### config.mk
export PLATFORM = sky130hd
export DESIGN_NAME = pool_window_buffer_flat
export DESIGN_NICKNAME = d
export VERILOG_FILES = /design/src/rtl/pool_window_buffer_pkg.sv /design/src/rtl/pool_window_buffer_if.sv /design/src/rtl/pool_line_buffer.sv /design/src/rtl/pool_window_buffer.sv /design/src/flat_wrapper.sv
export SDC_FILE = /design/constraint.sdc
export NUM_CORES = 1
export LEC_CHECK = 0
export ABC_AREA = 1
export CAP_MARGIN = 25
export CORE_MARGIN = 4
export CORE_UTILIZATION = 49
export DETAILED_ROUTE_END_ITERATION = 10
export GPL_TIMING_DRIVEN = 0
export MAX_ROUTING_LAYER = met4
export PLACE_DENSITY = 0.69
export SETUP_SLACK_MARGIN = 0.3
export SLEW_MARGIN = 40
export SYNTH_ARGS = -nofsm -noshare
export SYNTH_HDL_FRONTEND = slang
export SYNTH_SLANG_ARGS = --single-unit
### constraint.sdc
create_clock -name clk -period 2.51 [get_ports clk]
set_input_delay 0.502 -clock clk [delete_from_list [all_inputs] [get_ports clk]]
set_output_delay 0.502 -clock clk [all_outputs]
set_load 0.03 [all_outputs]
### src/rtl/pool_window_buffer_pkg.sv
// Shared definitions for the pooling front end.
//   DEFAULT_DATA_W : default pixel width (two's-complement signed)
//   pixel_t        : signed pixel at the default width
//   TL/TR/BL/BR    : window slot order, matching pooling-stage input1..input4
package pool_pkg;

  localparam int unsigned DEFAULT_DATA_W = 4;

  typedef logic signed [DEFAULT_DATA_W-1:0] pixel_t;

  localparam int unsigned TL        = 0;
  localparam int unsigned TR        = 1;
  localparam int unsigned BL        = 2;
  localparam int unsigned BR        = 3;
  localparam int unsigned NUM_SLOTS = 4;

endpackage

### src/rtl/pool_window_buffer_if.sv
// Pixel-in / window-out bundle between the convolution stage, the window
// buffer and the 2x2 max-pooling stage.
//   master : pixel producer (drives in_*, observes win_* / frame_done)
//   slave  : window buffer  (consumes in_*, drives win_* / frame_done)
interface pool_window_buffer_if #(
  parameter int unsigned DATA_W = pool_pkg::DEFAULT_DATA_W
);

  logic                     in_valid;
  logic                     in_sof;
  logic signed [DATA_W-1:0] in_data;
  logic                     win_valid;
  logic signed [DATA_W-1:0] win_tl;
  logic signed [DATA_W-1:0] win_tr;
  logic signed [DATA_W-1:0] win_bl;
  logic signed [DATA_W-1:0] win_br;
  logic                     frame_done;

  modport master (
    output in_valid, in_sof, in_data,
    input  win_valid, win_tl, win_tr, win_bl, win_br, frame_done
  );

  modport slave (
    input  in_valid, in_sof, in_data,
    output win_valid, win_tl, win_tr, win_bl, win_br, frame_done
  );

endinterface

### src/rtl/pool_line_buffer.sv
// One-row pixel store for the window buffer.
//   clk   : rising-edge clock
//   we    : write enable, stores wdata at waddr on the clock edge
//   waddr : write column
//   wdata : pixel to store
//   raddr : read column
//   rdata : combinational read of the stored pixel at raddr
module pool_line_buffer #(
  parameter int unsigned DATA_W = pool_pkg::DEFAULT_DATA_W,
  parameter int unsigned DEPTH  = 8,
  parameter int unsigned AW     = $clog2(DEPTH)
) (
  input  logic              clk,
  input  logic              we,
  input  logic [AW-1:0]     waddr,
  input  logic [DATA_W-1:0] wdata,
  input  logic [AW-1:0]     raddr,
  output logic [DATA_W-1:0] rdata
);

  logic [DATA_W-1:0] mem [DEPTH];

  always_ff @(posedge clk) begin
    if (we) begin
      mem[waddr] <= wdata;
    end
  end

  assign rdata = mem[raddr];

endmodule

### src/rtl/pool_window_buffer.sv
// Collects a raster-order pixel stream into non-overlapping 2x2 windows
// (stride 2) for the max-pooling stage. Even rows are parked in a line
// buffer; odd rows pair with them to form windows.
//   clk        : rising-edge clock
//   rst        : synchronous, active-high reset
//   bus.in_*   : pixel stream (valid, start-of-frame, signed data)
//   bus.win_*  : registered window, one-cycle win_valid
//   bus.frame_done : one-cycle pulse alongside the last window of a frame
module pool_window_buffer #(
  parameter int unsigned DATA_W = pool_pkg::DEFAULT_DATA_W,
  parameter int unsigned IMG_W  = 8,
  parameter int unsigned IMG_H  = 8
) (
  input  logic                clk,
  input  logic                rst,
  pool_window_buffer_if.slave bus
);

  import pool_pkg::*;

  localparam int unsigned COL_W = $clog2(IMG_W);
  localparam int unsigned ROW_W = $clog2(IMG_H);

  if (IMG_W < 2 || (IMG_W % 2) != 0) begin : g_bad_img_w
    $error("pool_window_buffer: IMG_W must be even and at least 2");
  end
  if (IMG_H < 2 || (IMG_H % 2) != 0) begin : g_bad_img_h
    $error("pool_window_buffer: IMG_H must be even and at least 2");
  end

  logic [COL_W-1:0] col, col_eff, col_nxt;
  logic [ROW_W-1:0] row, row_eff, row_nxt;
  logic             last_col, last_row;
  logic             odd_row, odd_col;
  logic             restart;

  // Set by the first start-of-frame after reset; a stream resumed after a
  // mid-frame reset must not be mistaken for a new frame.
  logic             armed;

  logic signed [DATA_W-1:0] tl_hold, bl_hold;
  logic        [DATA_W-1:0] lb_rdata;
  logic signed [DATA_W-1:0] win_q [NUM_SLOTS];
  logic                     win_valid_q, frame_done_q;

  // A start-of-frame pixel overrides the counters and is placed at (0,0).
  always_comb begin
    restart  = bus.in_valid && bus.in_sof;
    col_eff  = restart ? '0 : col;
    row_eff  = restart ? '0 : row;
    last_col = (col_eff == COL_W'(IMG_W - 1));
    last_row = (row_eff == ROW_W'(IMG_H - 1));
    odd_col  = col_eff[0];
    odd_row  = row_eff[0];
    col_nxt  = last_col ? '0 : col_eff + COL_W'(1);
    row_nxt  = row_eff;
    if (last_col) begin
      row_nxt = last_row ? '0 : row_eff + ROW_W'(1);
    end
  end

  pool_line_buffer #(
    .DATA_W (DATA_W),
    .DEPTH  (IMG_W),
    .AW     (COL_W)
  ) u_line_buffer (
    .clk   (clk),
    .we    (bus.in_valid && !odd_row),
    .waddr (col_eff),
    .wdata (bus.in_data),
    .raddr (col_eff),
    .rdata (lb_rdata)
  );

  always_ff @(posedge clk) begin
    if (rst) begin
      col          <= '0;
      row          <= '0;
      armed        <= 1'b0;
      tl_hold      <= '0;
      bl_hold      <= '0;
      win_q        <= '{default: '0};
      win_valid_q  <= 1'b0;
      frame_done_q <= 1'b0;
    end else begin
      win_valid_q  <= 1'b0;
      frame_done_q <= 1'b0;
      if (bus.in_valid) begin
        col <= col_nxt;
        row <= row_nxt;
        if (bus.in_sof) begin
          armed <= 1'b1;
        end
        if (odd_row && !odd_col) begin
          bl_hold <= bus.in_data;
          tl_hold <= lb_rdata;
        end
        if (odd_row && odd_col && armed) begin
          win_q[TL]    <= tl_hold;
          win_q[TR]    <= lb_rdata;
          win_q[BL]    <= bl_hold;
          win_q[BR]    <= bus.in_data;
          win_valid_q  <= 1'b1;
          frame_done_q <= last_row && last_col;
        end
      end
    end
  end

  assign bus.win_valid  = win_valid_q;
  assign bus.frame_done = frame_done_q;
  assign bus.win_tl     = win_q[TL];
  assign bus.win_tr     = win_q[TR];
  assign bus.win_bl     = win_q[BL];
  assign bus.win_br     = win_q[BR];

endmodule

### src/flat_wrapper.sv
// flat-port wrapper written by rule: the top's interface ports become plain ports
module pool_window_buffer_flat import pool_pkg::*;
#(
  parameter int unsigned DATA_W = pool_pkg::DEFAULT_DATA_W,
  parameter int unsigned IMG_W  = 8,
  parameter int unsigned IMG_H  = 8
)
  (clk, rst, bus_in_valid, bus_in_sof, bus_in_data, bus_win_valid, bus_win_tl, bus_win_tr, bus_win_bl, bus_win_br, bus_frame_done);
  pool_window_buffer_if #(.DATA_W(DATA_W)) bus_i ();
  input  logic clk;
  input  logic rst;
  input wire logic [$bits(bus_i.in_valid)-1:0] bus_in_valid;
  input wire logic [$bits(bus_i.in_sof)-1:0] bus_in_sof;
  input wire logic [$bits(bus_i.in_data)-1:0] bus_in_data;
  output wire logic [$bits(bus_i.win_valid)-1:0] bus_win_valid;
  output wire logic [$bits(bus_i.win_tl)-1:0] bus_win_tl;
  output wire logic [$bits(bus_i.win_tr)-1:0] bus_win_tr;
  output wire logic [$bits(bus_i.win_bl)-1:0] bus_win_bl;
  output wire logic [$bits(bus_i.win_br)-1:0] bus_win_br;
  output wire logic [$bits(bus_i.frame_done)-1:0] bus_frame_done;
  assign bus_i.in_valid = bus_in_valid;
  assign bus_i.in_sof = bus_in_sof;
  assign bus_i.in_data = bus_in_data;
  assign bus_win_valid = bus_i.win_valid;
  assign bus_win_tl = bus_i.win_tl;
  assign bus_win_tr = bus_i.win_tr;
  assign bus_win_bl = bus_i.win_bl;
  assign bus_win_br = bus_i.win_br;
  assign bus_frame_done = bus_i.frame_done;
  pool_window_buffer #(.DATA_W(DATA_W), .IMG_W(IMG_W), .IMG_H(IMG_H)) u_core (.clk(clk), .rst(rst), .bus(bus_i));
endmodule
Figure 1. Placed cells, one color a class (run 1).
Scale: 4 px per µm. Fill, decap, tap and diode cells in gray.
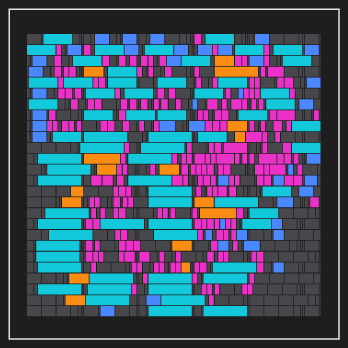
[blue] remaining buffers and delay cells | cells: 41 | share of their area: 11%
[cyan] registers | cells: 65 | share of their area: 50%
[magenta] remaining logic cells | cells: 215 | share of their area: 31%
[orange] clock drivers and dummy loads | cells: 16 | share of their area: 7.4%

Figure 2. Pin map (run 1).
Scale: 3 px per µm. Pins as bars across the die edge, other pins in gray.
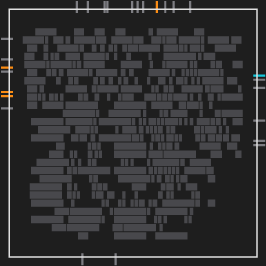
[cyan] bus_win_valid | pins: 1 | direction: output | edge: east
[orange] bus_win_br | pins: 4 | direction: output | edge: 3 west, 1 north
all pins by edge: 11 north, 7 west, 6 east, 2 south

==> metrics.cfg, run 1 <==
[finish]
logic_gate_count=183
fin_nets=343
sh_comb_area_pct=26.6
clk_share_pct=7.23
stdcell_count=407
inverters=32
fillers=454
top_register=u_core.u_line_buffer.mem
fin_area_um2=3320
largest_cell_class=registers
flops=65
fin_util_pct=63.8
seq_area_um2=1620
logic_area_um2=882

[hold_path]
hold_end=u_core.bl_hold[0]
hold_start=u_core.bl_hold[0]
hold_path_class=reg -> reg
worstHoldPathCells=2

[detailed_routing]
routedWlPerCell_um=13.8
detail-route-antenna-nets=0
vias_per_cell=5.12
wl_met3_um=241
wl_met2_um=2670
wl_met1_um=2560

[final_timing]
clock.fmax_mhz=485
setup_slack_ns=0.446
whs_ns=0.458
setup_violations=0
slew_headroom_pct=69.5
worst_pin_slew_ns=0.456

[global_routing]
grt_first_pass_wirelength_um=9480
grt_antenna_before_repair=0
grt-ovfl-total=0
grt_pass1_vias=1987
met1_usage_pct=25.7
met3_usage_pct=4.28
grt_use_met2_pct=30.2

[setup_path]
cp-start-kind=input pin
crit_end=u_core.row[2]
arrival_ns=2.28
path_delay_family=buffers and inverters
critPathLaunch=bus_in_sof

[synth]
yosys.area_share.adder_pct=1.40
synth_area_per_cell_um2=9.24
top_area_cell=edfxtp_1
synthTopLogicFamily=simple AND/OR/NAND/NOR gates
synth_area_um2=2690
syn_inst=291
ys_chip_area_um2=2690
simple_gate_share_pct=22.8
ys_warn_count=0

[power]
power_leader=registers
peakVddDrop_v=0.000445
p_seq_w=0.00113

[clocking]
htreeDepth=3
cts_tree=built
cts_root_buf=clkbuf_8
cts_buffer_depth=2

[floorplanning]
initial_utilization_pct=51.7
pin_count=26
die.size.y_um=82.1

[outcome]
status=completed

[place]
dp.cells=386

Figure 3. Clock wiring as the flow saved it (run 1).
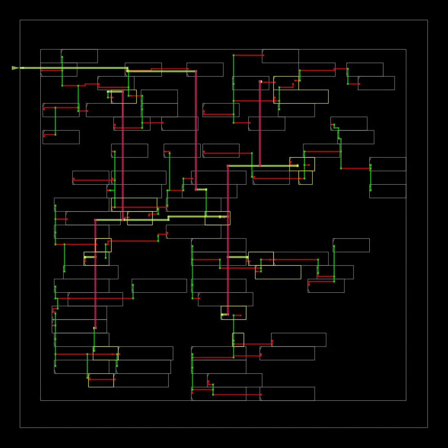
clk pwr: 0.00101 W
clock latency at the later pin of the worst-skew pair: 0.34 ns
Fin Clk Skew: 0.00699 ns
clock buffer count from CTS: 9
clk sinks: 65

run 1: synthesized netlist by cell type:
cell / number
nand2_2: 2
nand3_1: 29
nand3b_1: 6
a31oi_1: 2
inv_2: 4
ha_1: 3
o21ai_0: 26
buf_2: 2
clkbuf_1: 4
buf_4: 3
and3_1: 1
buf_6: 2
dfxtp_1: 33
o21a_1: 2
nor3_4: 1
edfxtp_1: 32
inv_1: 28
nor2_1: 38
nor2_4: 2
nand2_1: 56
nand2_4: 1
a21oi_1: 14
run 1: timing repair:
action | CTS | global route
setup endpoints to repair | 6 | 18
pin swaps | 0 | 1
gates cloned | 0 | 0
gates resized | 3 | 6
setup buffers | 0 | 5
Figure 4. Signal wires on met2 (run 1).
Scale: 4 px per µm.
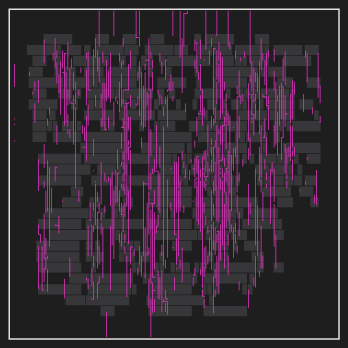

==> run 1 -> run 2 <==
--- a/config.mk
+++ b/config.mk
@@ -12,7 +12,7 @@
 export DETAILED_ROUTE_END_ITERATION = 10
 export GPL_TIMING_DRIVEN = 0
 export MAX_ROUTING_LAYER = met4
-export PLACE_DENSITY = 0.69
+export PLACE_DENSITY = 0.72
 export SETUP_SLACK_MARGIN = 0.3
 export SLEW_MARGIN = 40
 export SYNTH_ARGS = -nofsm -noshare
==> constraint.sdc (replaced) <==
create_clock -name clk -period 1.8 [get_ports clk]
set_input_delay 0.36 -clock clk [delete_from_list [all_inputs] [get_ports clk]]
set_output_delay 0.36 -clock clk [all_outputs]
set_load 0.03 [all_outputs]
Figure 5. Signal wires on met2 (run 2).
Scale: 4 px per µm.
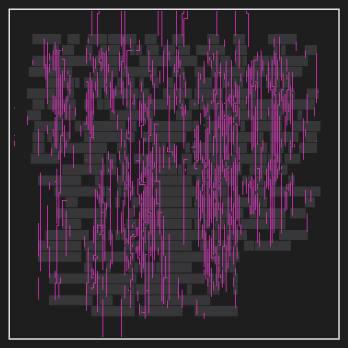
nets with wire on the layer: 289
longest straight run: 38.1 µm

==> metrics.cfg, run 2 <==
[outcome]
status=completed

[final_timing]
slew_headroom_pct=68.2
fin_crit_sh_pct=80.7
whs_ns=0.397
setup_violations=0
skew_ns=0.00992
setup_slack_ns=0.348
setup_tns_ns=0
worst_pin_slew_ns=0.478
slew_violations=0
clock.fmax_mhz=689
period_minus_slack_ns=1.45

[floorplanning]
num_tap_cells=70
pin_count=26
initial_utilization_pct=51.7
coreArea_um2=5200
die.size.y_um=82.1
die_area_um2=6740
die_x_um=82.1

[clocking]
numCtsBuffers=9
cts_resized=51
cts_buffer_depth=2
path_clk_slew_ns=0.07
clkSinkCount=65
cts_tree=built
cts_hold_buf=0
cts_setup_buffers=3
cts_root_buf=clkbuf_8
clk_latency_ns=0.35
htreeDepth=3

[setup_path]
path_class=reg -> out
rr_endpoint=u_core.u_line_buffer.mem[5][3]
worstPathMaxFanout=2
reg2reg_setup_slack_ns=0.37
reg2reg_from=u_core.col[0]
setup.worst_path.end_class=output port
path_buffers=1
arrival_ns=1.09
cp_slowest_cell=dlygate4sd2_1
critPathLaunch=u_core.bus.win_tr[0]
crit_end=bus_win_tr[0]
path_delay_family=buffers and inverters
cp-start-kind=flop
r2r_cells=7
cpPeakStageDelay_ns=0.40
cp_cell_sequence=dlygate4sd2_1

[finish]
top_register=u_core.u_line_buffer.mem
sh_seq_area_pct=46.3
fin_area_um2=3500
logic_area_um2=1030
largest_cell_class=registers
clk_share_pct=6.58
fin_nets=348
nonClkBufAreaFrac_pct=11.5
syn_to_final_growth_pct=30.2
fillers=417
logic_gate_count=183
inverters=32
final_common_cell=nand2_1
stdcell_count=412
buffers=46
sh_comb_area_pct=29.6
fin_util_pct=67.2
drive_gt1_share_pct=20.2
flops=65
seq_area_um2=1620

[global_routing]
grt_first_pass_wirelength_um=9580
grt_pass1_vias=2072
grt_max_degree=13
grt_use_total_pct=20.0
grt-ovfl-total=0
grt_antenna_before_repair=0

[synth]
synth-edff-count=32
synthXorXnorAreaFrac_pct=0
synth_area_per_cell_um2=9.24
yosys.area_share.adder_pct=1.40
mux_share_pct=0
ys_warn_count=0
ys_cells=291
synth-async-reset-ratio_pct=0
ys_chip_area_um2=2690
common_cells=nand2_1 (56), nor2_1 (38), dfxtp_1 (33), edfxtp_1 (32), nand3_1 (29)
synth_area_um2=2690
ys_ff=65
synthTopCellsByArea=edfxtp_1 (36%), dfxtp_1 (25%), nand2_1 (7.8%)
fp_nets=302
top_area_cell=edfxtp_1
ys_seq_share_pct=60.3
syn_inst=291
synthTopLogicFamily=simple AND/OR/NAND/NOR gates
yosysUniqueCellTypes=22
yosysMostFrequentCell=nand2_1
simple_gate_share_pct=22.8
flop_cell=dfxtp_1
compound_area_share_pct=8.47

[hold_path]
hold_path_class=in -> reg
worstHoldPathCells=2
hold_end=u_core.row[1]
hold_start=rst

[detailed_routing]
routedWlPerCell_um=14.0
first_pass_iters=4
route.detailed.drc=0
detail-route-antenna-nets=0
vias_per_cell=5.18
first_iter_violations=115

[flow_run]
tool_warnings=29

[power]
peakVddDrop_v=0.000549
powerDensity_nw_per_um2=917
swShare_pct=23.1
leakage_nw=1.54
p_total_w=0.00321
p_sw_w=0.000741
p_seq_share_pct=49.2

[place]
dp.cells=386
place_congestion=0.785
pre_cts_slack_ns=-0.575
postPlaceCellArea_um2=3080
post-dp-hpwl_um=3880

Figure 6. Placed cells, one color a class (run 2).
Scale: 4 px per µm. Fill, decap, tap and diode cells in gray.
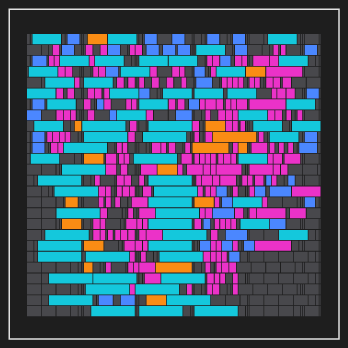
[cyan] registers | cells: 65 | share of their area: 48%
[magenta] remaining logic cells | cells: 215 | share of their area: 34%
[orange] clock drivers and dummy loads | cells: 16 | share of their area: 6.7%
[blue] remaining buffers and delay cells | cells: 46 | share of their area: 12%

==> run 2: power groups by stage <==
stage,Sequential [W],Combinational (W),Clock (W)
6_report,0.00158,0.000242,0.00139
5_1_grt,0.00158,0.000266,0.00147
4_1_cts,0.00158,0.000223,0.00141
3_5_place_dp,0.00161,0.000195,0
3_3_place_gp,0.00161,0.000191,0
2_1_floorplan,0.00161,0.000126,0
==> run 2: cells by family after synthesis <==
| family | count (synthesis) |
|---|---|
| AND/OR/NAND/NOR | 136 |
| flip-flops | 65 |
| AND-OR/OR-AND | 44 |
| buffers and inverters | 43 |
| adder cells (fa/ha/maj) | 3 |
==> run 2: metal layers <==
layer | part of all wire [%] | GRT usage [%]
met4 | 2.1 | 10.5
met2 | 50 | 30.9
met5 | 0 | -
met3 | 5.1 | 5.04
met1 | 42 | 24.2
Power is estimated from default activity; no workload was simulated.
